===== src/rtl/sync_fifo_param.sv =====
// sync_fifo_param: single-clock FIFO with exact count, almost flags, error pulses.
// Define FIFO_FWFT_EN for first-word fall-through reads; default is registered read.
module sync_fifo_param #(
  parameter int WIDTH    = 32,
  parameter int DEPTH    = 8,
  parameter int AF_LEVEL = DEPTH-2,
  parameter int AE_LEVEL = 2
) (
  input  logic                       Clk,
  input  logic                       Rst,
  input  logic                       EN,
  input  logic                       WR,
  input  logic                       RD,
  input  logic [WIDTH-1:0]           dataIn,
  output logic [WIDTH-1:0]           dataOut,
  output logic                       EMPTY,
  output logic                       FULL,
  output logic                       ALMOST_EMPTY,
  output logic                       ALMOST_FULL,
  output logic [$clog2(DEPTH+1)-1:0] Count,
  output logic                       OVERFLOW,
  output logic                       UNDERFLOW
);

  localparam int AW = $clog2(DEPTH);
  localparam int CW = $clog2(DEPTH+1);
  localparam logic [CW-1:0] FULL_C = CW'(DEPTH);
  localparam logic [CW-1:0] AF_C   = CW'(AF_LEVEL);
  localparam logic [CW-1:0] AE_C   = CW'(AE_LEVEL);

  logic [WIDTH-1:0] mem_q [DEPTH];

  logic [AW-1:0] rptr_q, rptr_d;
  logic [AW-1:0] wptr_q, wptr_d;
  logic [CW-1:0] count_q, count_d;
  logic          ovf_q, ovf_d;
  logic          udf_q, udf_d;
  logic          rd_ok, wr_ok, mem_we;

  // Flags decode the registered count only
  always_comb begin
    EMPTY        = (count_q == '0);
    FULL         = (count_q == FULL_C);
    ALMOST_EMPTY = (count_q <= AE_C);
    ALMOST_FULL  = (count_q >= AF_C);
    Count        = count_q;
    OVERFLOW     = ovf_q;
    UNDERFLOW    = udf_q;
  end

  // Accept decisions, pointer/count next state and error pulses
  always_comb begin
    rd_ok   = EN & RD & ~EMPTY;
    wr_ok   = EN & WR & (~FULL | rd_ok);
    mem_we  = wr_ok & ~Rst;
    rptr_d  = rptr_q;
    wptr_d  = wptr_q;
    count_d = count_q;
    ovf_d   = EN & WR & ~wr_ok;
    udf_d   = EN & RD & ~rd_ok;
    if (rd_ok) rptr_d = rptr_q + 1'b1;
    if (wr_ok) wptr_d = wptr_q + 1'b1;
    unique case ({wr_ok, rd_ok})
      2'b10:   count_d = count_q + 1'b1;
      2'b01:   count_d = count_q - 1'b1;
      default: count_d = count_q;
    endcase
  end

  // Storage array, never cleared by reset
  always_ff @(posedge Clk) begin
    if (mem_we) mem_q[wptr_q] <= dataIn;
  end

  // Control state register, reset wins over enable
  always_ff @(posedge Clk) begin
    if (Rst) begin
      rptr_q  <= '0;
      wptr_q  <= '0;
      count_q <= '0;
      ovf_q   <= 1'b0;
      udf_q   <= 1'b0;
    end else begin
      rptr_q  <= rptr_d;
      wptr_q  <= wptr_d;
      count_q <= count_d;
      ovf_q   <= ovf_d;
      udf_q   <= udf_d;
    end
  end

`ifdef FIFO_FWFT_EN
  // Head word shown directly; RD only pops
  always_comb begin
    dataOut = mem_q[rptr_q];
  end
`else
  logic [WIDTH-1:0] dout_q, dout_d;

  // Registered read: load head on accepted read, else hold
  always_comb begin
    dout_d = dout_q;
    if (rd_ok) dout_d = mem_q[rptr_q];
  end

  // Output data register
  always_ff @(posedge Clk) begin
    if (Rst) dout_q <= '0;
    else     dout_q <= dout_d;
  end

  // Drive port from the output register
  always_comb begin
    dataOut = dout_q;
  end
`endif

endmodule


===== config.mk =====
export PLATFORM = sky130hd
export DESIGN_NAME = sync_fifo_param
export DESIGN_NICKNAME = d
export VERILOG_FILES = /design/src/rtl/sync_fifo_param.sv
export SDC_FILE = /design/constraint.sdc
export NUM_CORES = 1
export LEC_CHECK = 0
export ABC_AREA = 1
export CORE_UTILIZATION = 47
export DETAILED_ROUTE_END_ITERATION = 16
export GPL_TIMING_DRIVEN = 0
export PLACE_DENSITY = 0.66
export SLEW_MARGIN = 20
export SYNTH_ARGS = -nofsm -noshare
export SYNTH_HDL_FRONTEND = slang
export SYNTH_SLANG_ARGS = --single-unit

===== constraint.sdc =====
create_clock -name Clk -period 3.3 [get_ports Clk]
set_input_delay 0.825 -clock Clk [delete_from_list [all_inputs] [get_ports Clk]]
set_output_delay 0.825 -clock Clk [all_outputs]
set_load 0.02 [all_outputs]

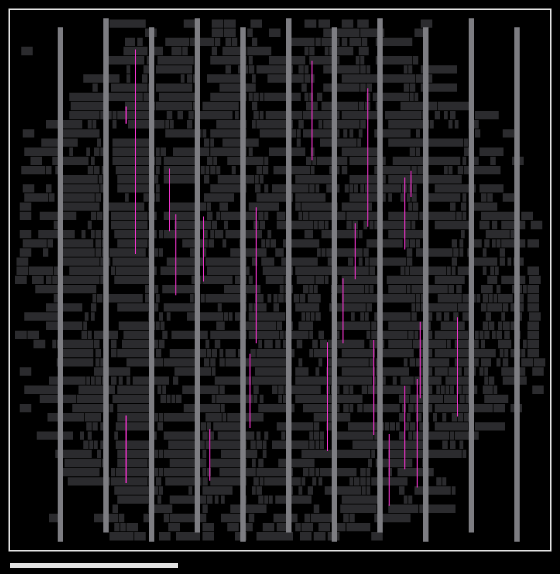
**Above:** M4 wires.
The bar under the picture is 50 um long. Supply wires on this layer in gray.
main direction: vertical
wire length on this layer: 546 um
longest straight run: 60.5 um
share of all routed wire: 1.8%
total wire length: 30000 um
DR vias: 7963

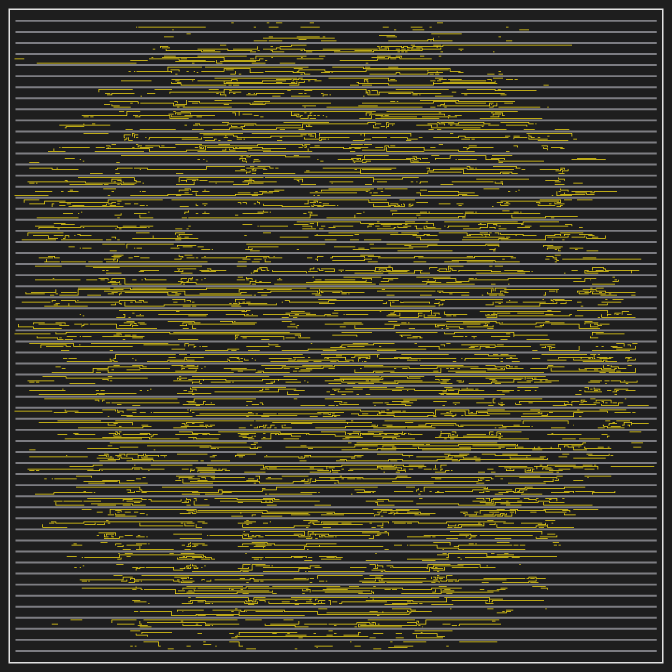
**Above:** M1 wires.
Supply wires on this layer in gray.
nets with wire on the layer: 1079
share of all routed wire: 43%
fraction of met1 tracks used by global routing: 0.330

==> run notes <==
The run finished with clean final reports. The run gives 6 as the length of the first detailed-routing pass in iterations. After floorplanning, the die was sized to cover 25700 um2.

The post-synthesis share of cell area spent on full adders, half adders and majority gates works out to 0.00594. The slew of the pin with the lowest slew margin was 0.848 ns. The remaining design rule violation count was 0. Cell type with the highest occurrence count on the critical path: sky130_fd_sc_hd__nand2_1. For the arrival time reported for the critical path endpoint, the log shows 3.05 ns.

In this run the horizontal extent of the chip is 160 um. The kind of cell with the highest combined delay along the critical path is simple AND/OR/NAND/NOR gates. The stage logs contain a warning count of 26.

The area fraction in compound gates after synthesis came out at 0.0906. The clock slew at the register clock pins of the worst setup and hold paths was 0.06 ns. In the synthesized netlist, the number of instances is 998. The logs give 0.418 mV for the worst IR drop on VDD and 13400 um2 for the placed cell area. The detail-routed via count per cell was 5.43; the count of endpoints failing hold in the final timing report was 0.

Entering global routing, the biggest net connects 20 pins. The number of nets in the layout is 1162. Dominant register cell: sky130_fd_sc_hd__edfxtp_1.

The report lists the number of cells resized after CTS as 0. Among logic cells in the layout, the one with the most instances is sky130_fd_sc_hd__nor2_1. The worst setup path is captured at a flop.

In this run the worst hold path is classified as reg -> reg. The report counts max-capacitance violations totalling 0. sky130_fd_sc_hd__edfxtp_1 takes more of the synthesized area than any other cell.

The proportion of synthesized area in mux cells came out at 0. The number of nets handed over by synthesis was 1040. The worst reg-to-reg path cell count came out at 8. The layout stage reports a final design area of 14300 um2. The run gives 256 for the number of enable-type register cells in the synthesized netlist.

On the critical path, the stage with the largest delay is an instance of sky130_fd_sc_hd__nor2_4. Launch point of the worst reg-to-reg path: Count[1]. The mapped netlist covers 11800 um2. The placement report lists the number of port buffers as 78. All stages included, the depth of the critical timing path comes to 9. Across the routed clock network, the largest skew measured is 0.0206 ns. Along the worst hold path, the cell count comes to 2. The tools report the number of placed I/O pins as 79. In the post-synthesis netlist, the biggest area contributors are sky130_fd_sc_hd__edfxtp_1 65%, sky130_fd_sc_hd__nor2_1 8.7%, sky130_fd_sc_hd__dfxtp_1 7.5%. Per the post-synthesis stats, the area per cell is 11.8 um2. The CTS report gives the tree buffer count as 29.

For this run, the number of Yosys warnings is 0. Setup slack on the critical path of the routed design comes to 0.492 ns. The top cell types in the final layout, fill and taps aside, are 267 x sky130_fd_sc_hd__nor2_1, 256 x sky130_fd_sc_hd__edfxtp_1, 134 x sky130_fd_sc_hd__o21ai_0, 78 x sky130_fd_sc_hd__clkdlybuf4s50_1, 72 x sky130_fd_sc_hd__nand3_1. The post-DP HPWL is 18700 um. The worst setup path endpoint was mem_q[5][13]. Summed over all cells, the static leakage comes to 4.93 nW. The critical path goes through clkdlybuf4s50_1, nand2_1, nand4_1, nand2_1, nor2_1, nand2_1, nor2_4, buf_16, buf_16.

The tools report the total count of max-transition violations in the final report as 0. The classification of the worst setup path is in -> reg. No sink is reached through more buffers than the 3 on the longest clock path. Quantity of hold-fixing buffers added after cts: 0. Setup repair after global routing left no endpoint under its margin. Per the gpl log, the routability congestion estimate is 0.776.

The run gives 0 ns as the final setup TNS. Looking at the reg2reg group, the worst path ends at mem_q[5][13]. With the switching share of total power at 0.239, the share of the synthesized netlist area taken by xor and xnor gates is 0.00148.

The height of the chip was 160 um. Master cell of the clock root buffer: sky130_fd_sc_hd__clkbuf_16. With the remaining number of nets flagged by the antenna check after routing at 0, the internal power of the cells is 6.30 mW. With the proportion of synthesized flip-flops having asynchronous set or reset at 0, the upper clock frequency limit is 356 MHz. Buffers added to address setup during post-CTS repair amount to 0.

The part of the power in registers is 0.510, and the share of layout cells above drive strength 1 is 0.0998. The final critical-path share of the clock period came out at 0.851. The synthesized netlist was found by Yosys to have 998 cells. The clock reaches the later pin of the worst-skew pair after 0.54 ns. Chip area estimate from yosys synthesis: 11800 um2. With the number of clock sinks at 300, the power share of the clock group is 0.377.

Per the run report, area growth between synthesis and finish was 20.9%. The fraction of post-synthesis cell area in the top cell type by area was 0.652. For reference, the top cells by count after synthesis are 275 x sky130_fd_sc_hd__nor2_1, 256 x sky130_fd_sc_hd__edfxtp_1, 134 x sky130_fd_sc_hd__o21ai_0. For reference, the critical path is launched at EN. The endpoint of the worst hold path is reported as dataOut[30].
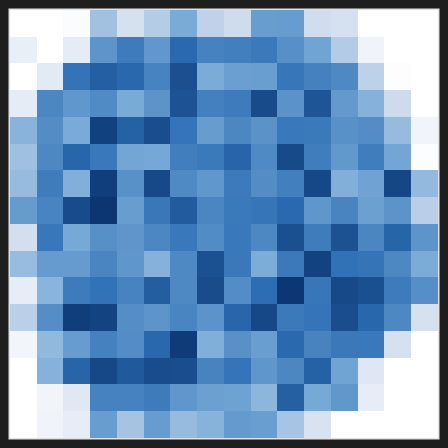
**Above:** placement density heat map.
16 x 16 tiles, from white (low) to dark blue (high), 0 to 100% covered.
emptiest ninth of the die: north-east
nearly empty tiles: 10%
fullest tile: 97%
fraction of the core area occupied by cells at floorplan: 0.482
area of the core: 24500 um2
fraction of the core area covered by cells at the end of the flow: 0.583

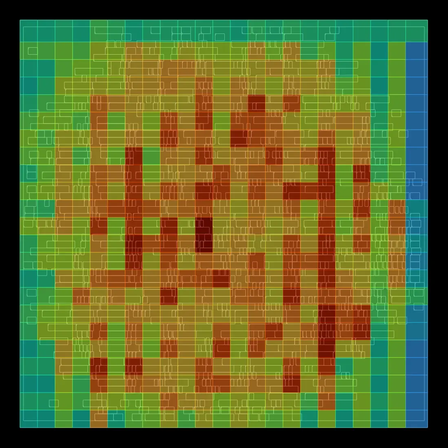
**Above:** routing congestion map.
met2 track utilization from global routing: 0.382
Top Usage Layer GRT: met2
GR Util All Layers: 0.235
met3 Use GR: 0.0351

==> sequential cells by signal (all words and copies together), names as in the netlist <==
name       cells
UNDERFLOW      1
mem_q        256
OVERFLOW       1
Count          4
dataOut       32
wptr_q         3
rptr_q         3
==> cell type report <==
class	count	area, um2
clock buffer	40	807
inverter	22	82.6
buffer	60	365
multi-input combinational	616	2840
tap	324	405
clock inverter	13	86.3
fill	1954	10200
timing repair buffer	91	1110
sequential	300	8570
==> worst min-delay path: stages (launching register included) <==
cell	delay [ns]
sky130_fd_sc_hd__dfxtp_1	0.31
sky130_fd_sc_hd__o21ai_1	0.12
sky130_fd_sc_hd__a21oi_1	0.04
==> metrics by stage <==
stage	std cells	utilization	hold slack, ns	total power [mW]
floorplan	998	-	0.488	4.83
global placement	1400	0.531	0.505	5.20
detailed placement	1413	0.547	0.510	5.23
CTS	1466	0.583	0.526	8.30
global route	1466	0.583	0.553	8.56
finish	1466	0.583	0.519	8.28
==> per-layer routing <==
metal	vias up	GRT usage	routed length [um]
li1	3751	-	-
met1	3837	0.330	12800
met2	324	0.382	14300
met3	51	0.0351	2280
met4	0	0.0684	546
met5	-	0	0
==> power groups by stage <==
stage | Sequential [mW] | Clock [mW] | Combinational, mW
3_3_place_gp | 4.30 | 0 | 0.901
6_report | 4.22 | 3.12 | 0.934
3_5_place_dp | 4.30 | 0 | 0.931
2_1_floorplan | 4.35 | 0 | 0.476
4_1_cts | 4.22 | 3.14 | 0.935
5_1_grt | 4.23 | 3.31 | 1.02
==> cell families (layout without fill, tap and decap cells) <==
| kind of cell | count (synthesis) | count (layout) |
|---|---|---|
| and+or+nand+nor | 403 | 403 |
| AOI/OAI and AO/OA | 206 | 206 |
| DFF | 300 | 300 |
| buffers and inverters | 82 | 226 |
| xor gates and xnor gates | 2 | 2 |
| adders and majority gates | 5 | 5 |
No activity file was given, so power comes from the tool's default toggle rates.
